$ cat src/rtl/mc10136_pkg.sv
// Shared types for mc10136 counter-chain users: chain mode encoding and sequencer states.
package mc10136_pkg;

    typedef enum logic [1:0] {
        LOAD = 2'b00,
        INC  = 2'b01,
        DEC  = 2'b10,
        HOLD = 2'b11
    } tCounterMode;

    // State names carry a prefix so they do not collide with the chain-mode LOAD.
    typedef enum logic [1:0] {
        ST_IDLE = 2'b00,
        ST_LOAD = 2'b01,
        ST_RUN  = 2'b10,
        ST_FIN  = 2'b11
    } tSeqState;

    function automatic tCounterMode mode_for_dir(input logic up);
        tCounterMode m;
        if (up) begin
            m = INC;
        end else begin
            m = DEC;
        end
        return m;
    endfunction

endpackage

$ cat src/rtl/mc10136_seq_if.sv
// Request/response and counter-chain control bundle of the mc10136 sequencer.
interface mc10136_seq_if #(
    parameter int SW = 12
);
    logic          start;
    logic          dir;
    logic          stall;
    logic          abort;
    logic          tc;
    logic          sel2;
    logic          sel1;
    logic          nCryIn;
    logic          busy;
    logic          done;
    logic          err;
    logic [SW-1:0] steps;

    modport master (
        output start, dir, stall, abort, tc,
        input  sel2, sel1, nCryIn, busy, done, err, steps
    );

    modport slave (
        input  start, dir, stall, abort, tc,
        output sel2, sel1, nCryIn, busy, done, err, steps
    );
endinterface

$ cat src/rtl/mc10136_seq_watchdog.sv
// Saturating RUN-cycle counter; expired flags the cycle whose increment reaches MAXCYC.
module seq_watchdog #(
    parameter int MAXCYC = 1024
) (
    input  logic clk,
    input  logic reset,
    input  logic clr,
    input  logic en,
    output logic expired
);
    localparam int CW = $clog2(MAXCYC + 1);
    localparam logic [CW-1:0] LIM     = CW'(MAXCYC);
    localparam logic [CW-1:0] LIM_M1  = CW'(MAXCYC - 1);
    localparam logic [CW-1:0] CNT_ONE = CW'(1);
    localparam logic [CW-1:0] CNT_ZERO = CW'(0);

    logic [CW-1:0] cnt_r;

    // Cycle counter: cleared on sequence start, stops at MAXCYC instead of wrapping.
    always_ff @(posedge clk or posedge reset) begin
        if (reset) begin
            cnt_r <= CNT_ZERO;
        end else if (clr) begin
            cnt_r <= CNT_ZERO;
        end else if (en && (cnt_r != LIM)) begin
            cnt_r <= cnt_r + CNT_ONE;
        end
    end

    assign expired = (cnt_r >= LIM_M1);
endmodule

$ cat src/rtl/mc10136_seq.sv
// Sequencer for a cascaded mc10136 chain: load, step until terminal count, report done/err/steps.
module mc10136_seq
    import mc10136_pkg::*;
#(
    parameter int MAXCYC = 1024,
    parameter int SW     = 12
) (
    input logic          clk,
    input logic          reset,
    mc10136_seq_if.slave bus
);
    localparam logic [SW-1:0] STEP_ONE  = SW'(1);
    localparam logic [SW-1:0] STEP_ZERO = SW'(0);
    localparam logic [SW-1:0] STEP_MAX  = {SW{1'b1}};

    tSeqState    state_r;
    tSeqState    state_nxt_s;
    logic        dir_r;
    logic        busy_r;
    logic        done_r;
    logic        err_r;
    logic [SW-1:0] steps_r;

    tCounterMode mode_s;
    logic        ncry_s;
    logic        step_s;
    logic        start_acc_s;
    logic        wd_en_s;
    logic        wd_exp_s;
    logic        err_set_s;

    seq_watchdog #(.MAXCYC(MAXCYC)) u_wd (
        .clk     (clk),
        .reset   (reset),
        .clr     (start_acc_s),
        .en      (wd_en_s),
        .expired (wd_exp_s)
    );

    // Chain mode and carry-in decode; terminal count gates carry so the chain stops on it.
    always_comb begin
        mode_s = HOLD;
        ncry_s = 1'b1;
        case (state_r)
            ST_LOAD: mode_s = LOAD;
            ST_RUN: begin
                mode_s = mode_for_dir(dir_r);
                ncry_s = ~(~bus.stall & ~bus.tc);
            end
            default: begin
                mode_s = HOLD;
                ncry_s = 1'b1;
            end
        endcase
        step_s = (state_r == ST_RUN) & ~ncry_s;
    end

    // Next-state logic; abort outranks tc and watchdog expiry.
    always_comb begin
        state_nxt_s = state_r;
        start_acc_s = 1'b0;
        wd_en_s     = 1'b0;
        err_set_s   = 1'b0;
        case (state_r)
            ST_IDLE: begin
                if (bus.start && !bus.abort) begin
                    state_nxt_s = ST_LOAD;
                    start_acc_s = 1'b1;
                end else begin
                    state_nxt_s = ST_IDLE;
                end
            end
            ST_LOAD: begin
                if (bus.abort) begin
                    state_nxt_s = ST_IDLE;
                end else begin
                    state_nxt_s = ST_RUN;
                end
            end
            ST_RUN: begin
                wd_en_s = 1'b1;
                if (bus.abort) begin
                    state_nxt_s = ST_IDLE;
                end else if (bus.tc) begin
                    state_nxt_s = ST_FIN;
                end else if (wd_exp_s) begin
                    state_nxt_s = ST_FIN;
                    err_set_s   = 1'b1;
                end else begin
                    state_nxt_s = ST_RUN;
                end
            end
            ST_FIN:  state_nxt_s = ST_IDLE;
            default: state_nxt_s = ST_IDLE;
        endcase
    end

    // State register and direction captured with an accepted start.
    always_ff @(posedge clk or posedge reset) begin
        if (reset) begin
            state_r <= ST_IDLE;
            dir_r   <= 1'b0;
        end else begin
            state_r <= state_nxt_s;
            if (start_acc_s) begin
                dir_r <= bus.dir;
            end
        end
    end

    // Status outputs, registered from the next state so they line up with it.
    always_ff @(posedge clk or posedge reset) begin
        if (reset) begin
            busy_r  <= 1'b0;
            done_r  <= 1'b0;
            err_r   <= 1'b0;
            steps_r <= STEP_ZERO;
        end else begin
            busy_r <= (state_nxt_s == ST_LOAD) || (state_nxt_s == ST_RUN);
            done_r <= (state_nxt_s == ST_FIN);
            if (start_acc_s) begin
                err_r <= 1'b0;
            end else if (err_set_s) begin
                err_r <= 1'b1;
            end
            if (start_acc_s) begin
                steps_r <= STEP_ZERO;
            end else if (step_s && (steps_r != STEP_MAX)) begin
                steps_r <= steps_r + STEP_ONE;
            end
        end
    end

    assign bus.sel2   = mode_s[1];
    assign bus.sel1   = mode_s[0];
    assign bus.nCryIn = ncry_s;
    assign bus.busy   = busy_r;
    assign bus.done   = done_r;
    assign bus.err    = err_r;
    assign bus.steps  = steps_r;
endmodule

$ cat src/flat_wrapper.sv
// flat-port wrapper written by rule: the top's interface ports become plain ports
module mc10136_seq_flat import mc10136_pkg::*;
#(
    parameter int MAXCYC = 1024,
    parameter int SW     = 12
)
  (clk, reset, bus_start, bus_dir, bus_stall, bus_abort, bus_tc, bus_sel2, bus_sel1, bus_nCryIn, bus_busy, bus_done, bus_err, bus_steps);
  mc10136_seq_if #(.SW(SW)) bus_i ();
  input logic clk;
  input logic reset;
  input wire logic [$bits(bus_i.start)-1:0] bus_start;
  input wire logic [$bits(bus_i.dir)-1:0] bus_dir;
  input wire logic [$bits(bus_i.stall)-1:0] bus_stall;
  input wire logic [$bits(bus_i.abort)-1:0] bus_abort;
  input wire logic [$bits(bus_i.tc)-1:0] bus_tc;
  output wire logic [$bits(bus_i.sel2)-1:0] bus_sel2;
  output wire logic [$bits(bus_i.sel1)-1:0] bus_sel1;
  output wire logic [$bits(bus_i.nCryIn)-1:0] bus_nCryIn;
  output wire logic [$bits(bus_i.busy)-1:0] bus_busy;
  output wire logic [$bits(bus_i.done)-1:0] bus_done;
  output wire logic [$bits(bus_i.err)-1:0] bus_err;
  output wire logic [$bits(bus_i.steps)-1:0] bus_steps;
  assign bus_i.start = bus_start;
  assign bus_i.dir = bus_dir;
  assign bus_i.stall = bus_stall;
  assign bus_i.abort = bus_abort;
  assign bus_i.tc = bus_tc;
  assign bus_sel2 = bus_i.sel2;
  assign bus_sel1 = bus_i.sel1;
  assign bus_nCryIn = bus_i.nCryIn;
  assign bus_busy = bus_i.busy;
  assign bus_done = bus_i.done;
  assign bus_err = bus_i.err;
  assign bus_steps = bus_i.steps;
  mc10136_seq #(.MAXCYC(MAXCYC), .SW(SW)) u_core (.clk(clk), .reset(reset), .bus(bus_i));
endmodule
$ cat config.mk
export PLATFORM = sky130hd
export DESIGN_NAME = mc10136_seq_flat
export DESIGN_NICKNAME = d
export VERILOG_FILES = /design/src/rtl/mc10136_pkg.sv /design/src/rtl/mc10136_seq_if.sv /design/src/rtl/mc10136_seq_watchdog.sv /design/src/rtl/mc10136_seq.sv /design/src/flat_wrapper.sv
export SDC_FILE = /design/constraint.sdc
export NUM_CORES = 1
export LEC_CHECK = 0
export CELL_PAD_IN_SITES_DETAIL_PLACEMENT = 1
export CELL_PAD_IN_SITES_GLOBAL_PLACEMENT = 1
export CORE_UTILIZATION = 44
export DETAILED_ROUTE_END_ITERATION = 16
export GPL_TIMING_DRIVEN = 0
export PLACE_DENSITY = 0.89
export SYNTH_ARGS = -nofsm -noshare
export SYNTH_HDL_FRONTEND = slang
export SYNTH_SLANG_ARGS = --single-unit
export TNS_END_PERCENT = 1
$ cat constraint.sdc
create_clock -name clk -period 3 [get_ports clk]
set_input_delay 0.6 -clock clk [delete_from_list [all_inputs] [get_ports clk]]
set_output_delay 0.6 -clock clk [all_outputs]
set_load 0.1 [all_outputs]
Fig. 1: clock network drawn from the DEF
Scale: 6 px per um.
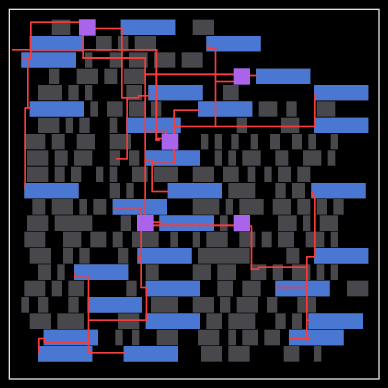
legend:
  cells driving clock nets:
    colour: purple
    count: 5
  clock wires:
    colour: red
    length: 396 um
  flip-flops:
    colour: blue
    count: 29
routed clock nets: 6
flops lie: spread over the die

Fig. 2: I/O nets highlighted
Scale: 4 px per um.
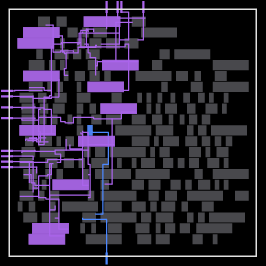
legend:
  `bus_dir`:
    colour: blue
    direction: input
    end_cells: 1
    wire: 43.1 um
  `bus_steps`:
    colour: purple
    direction: output
    end_cells: 12
    wire: 560 um

Fig. 3: met3 routing
Scale: 8 px per um. Cells faint in the background.
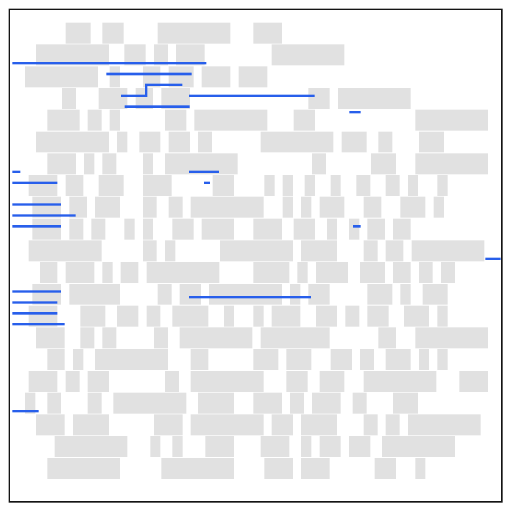
wire length on this layer: 139 um
longest straight run: 23.9 um
nets with wire on the layer: 16
share of all routed wire: 3.5%
main direction: horizontal

Fig. 4: routing congestion map
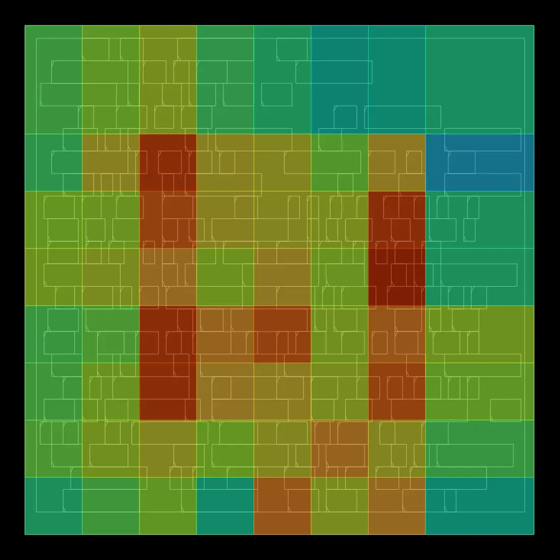
met1 Usage GRT: 26.49%
total global-route track usage: 23.45%
average wire per standard cell: 16.96 um
GRT met2 Usage: 43.01%

Fig. 5: local utilization
Scale: 6 px per um. The die is cut into 6 by 6 equal tiles; dark blue is low, red is high, 0 to 100% covered.
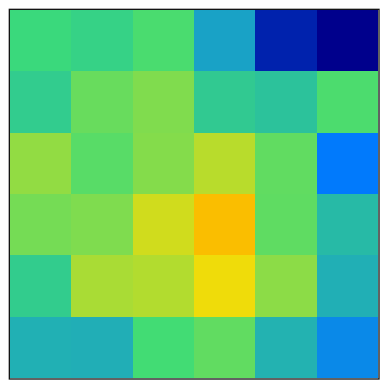
densest ninth of the die: centre
mean over tiles: 49%
fullest tile: 78%
tiles over 75% full: 2.8%
nearly empty tiles: 2.8%
emptiest ninth of the die: upper right

==> impl_metrics.ini <==
; implementation run metrics
[status]
run_status = finished clean

[worst_setup_path]
cp_top_family = buffers and inverters
timing.critical_path.slowest_cell_delay_ps = 540
critPathLaunch = bus_tc
cp_data_required_time_ps = 2400
buffer_and_inverter_count_on_the_worst_path = 3
timing.critical_path.to = bus_nCryIn
cp-start-kind = input pin

[finish]
layout.cells.most_common_list = 29 x sky130_fd_sc_hd__dfrtp_1, 21 x sky130_fd_sc_hd__clkdlybuf4s50_1, 15 x sky130_fd_sc_hd__nor2_1
seq_area_share_pct = 37.98
clock_buffer_count = 5
drive_above_1_share_pct = 11.70
dominant_cells = logic gates

[detailed_routing]
number_of_design_rule_violations_left_after_detail_routing = 0
met3_length_um = 138
via_per_inst = 5.756
drt_first_iter_violations = 76
routed.top_layer = met4

[global_route]
grt-ovfl-total = 0

[cts]
cts.htree.levels = 2

[floorplanning]
dieWidth_um = 61.38
rows = 21

[logic_synthesis]
synthMuxAreaShare_pct = 1.371
ys_cells = 156

[power_and_ir_drop]
p_sw_share_pct = 36.72
internal_power_mw = 0.5700
static-leakage-power_nw = 0.7977
share_clk_of_total_power_pct = 26.0

[final_timing]
post-route-period-util_pct = 96.34
hold_violations = 0
Power is estimated from default activity; no workload was simulated.
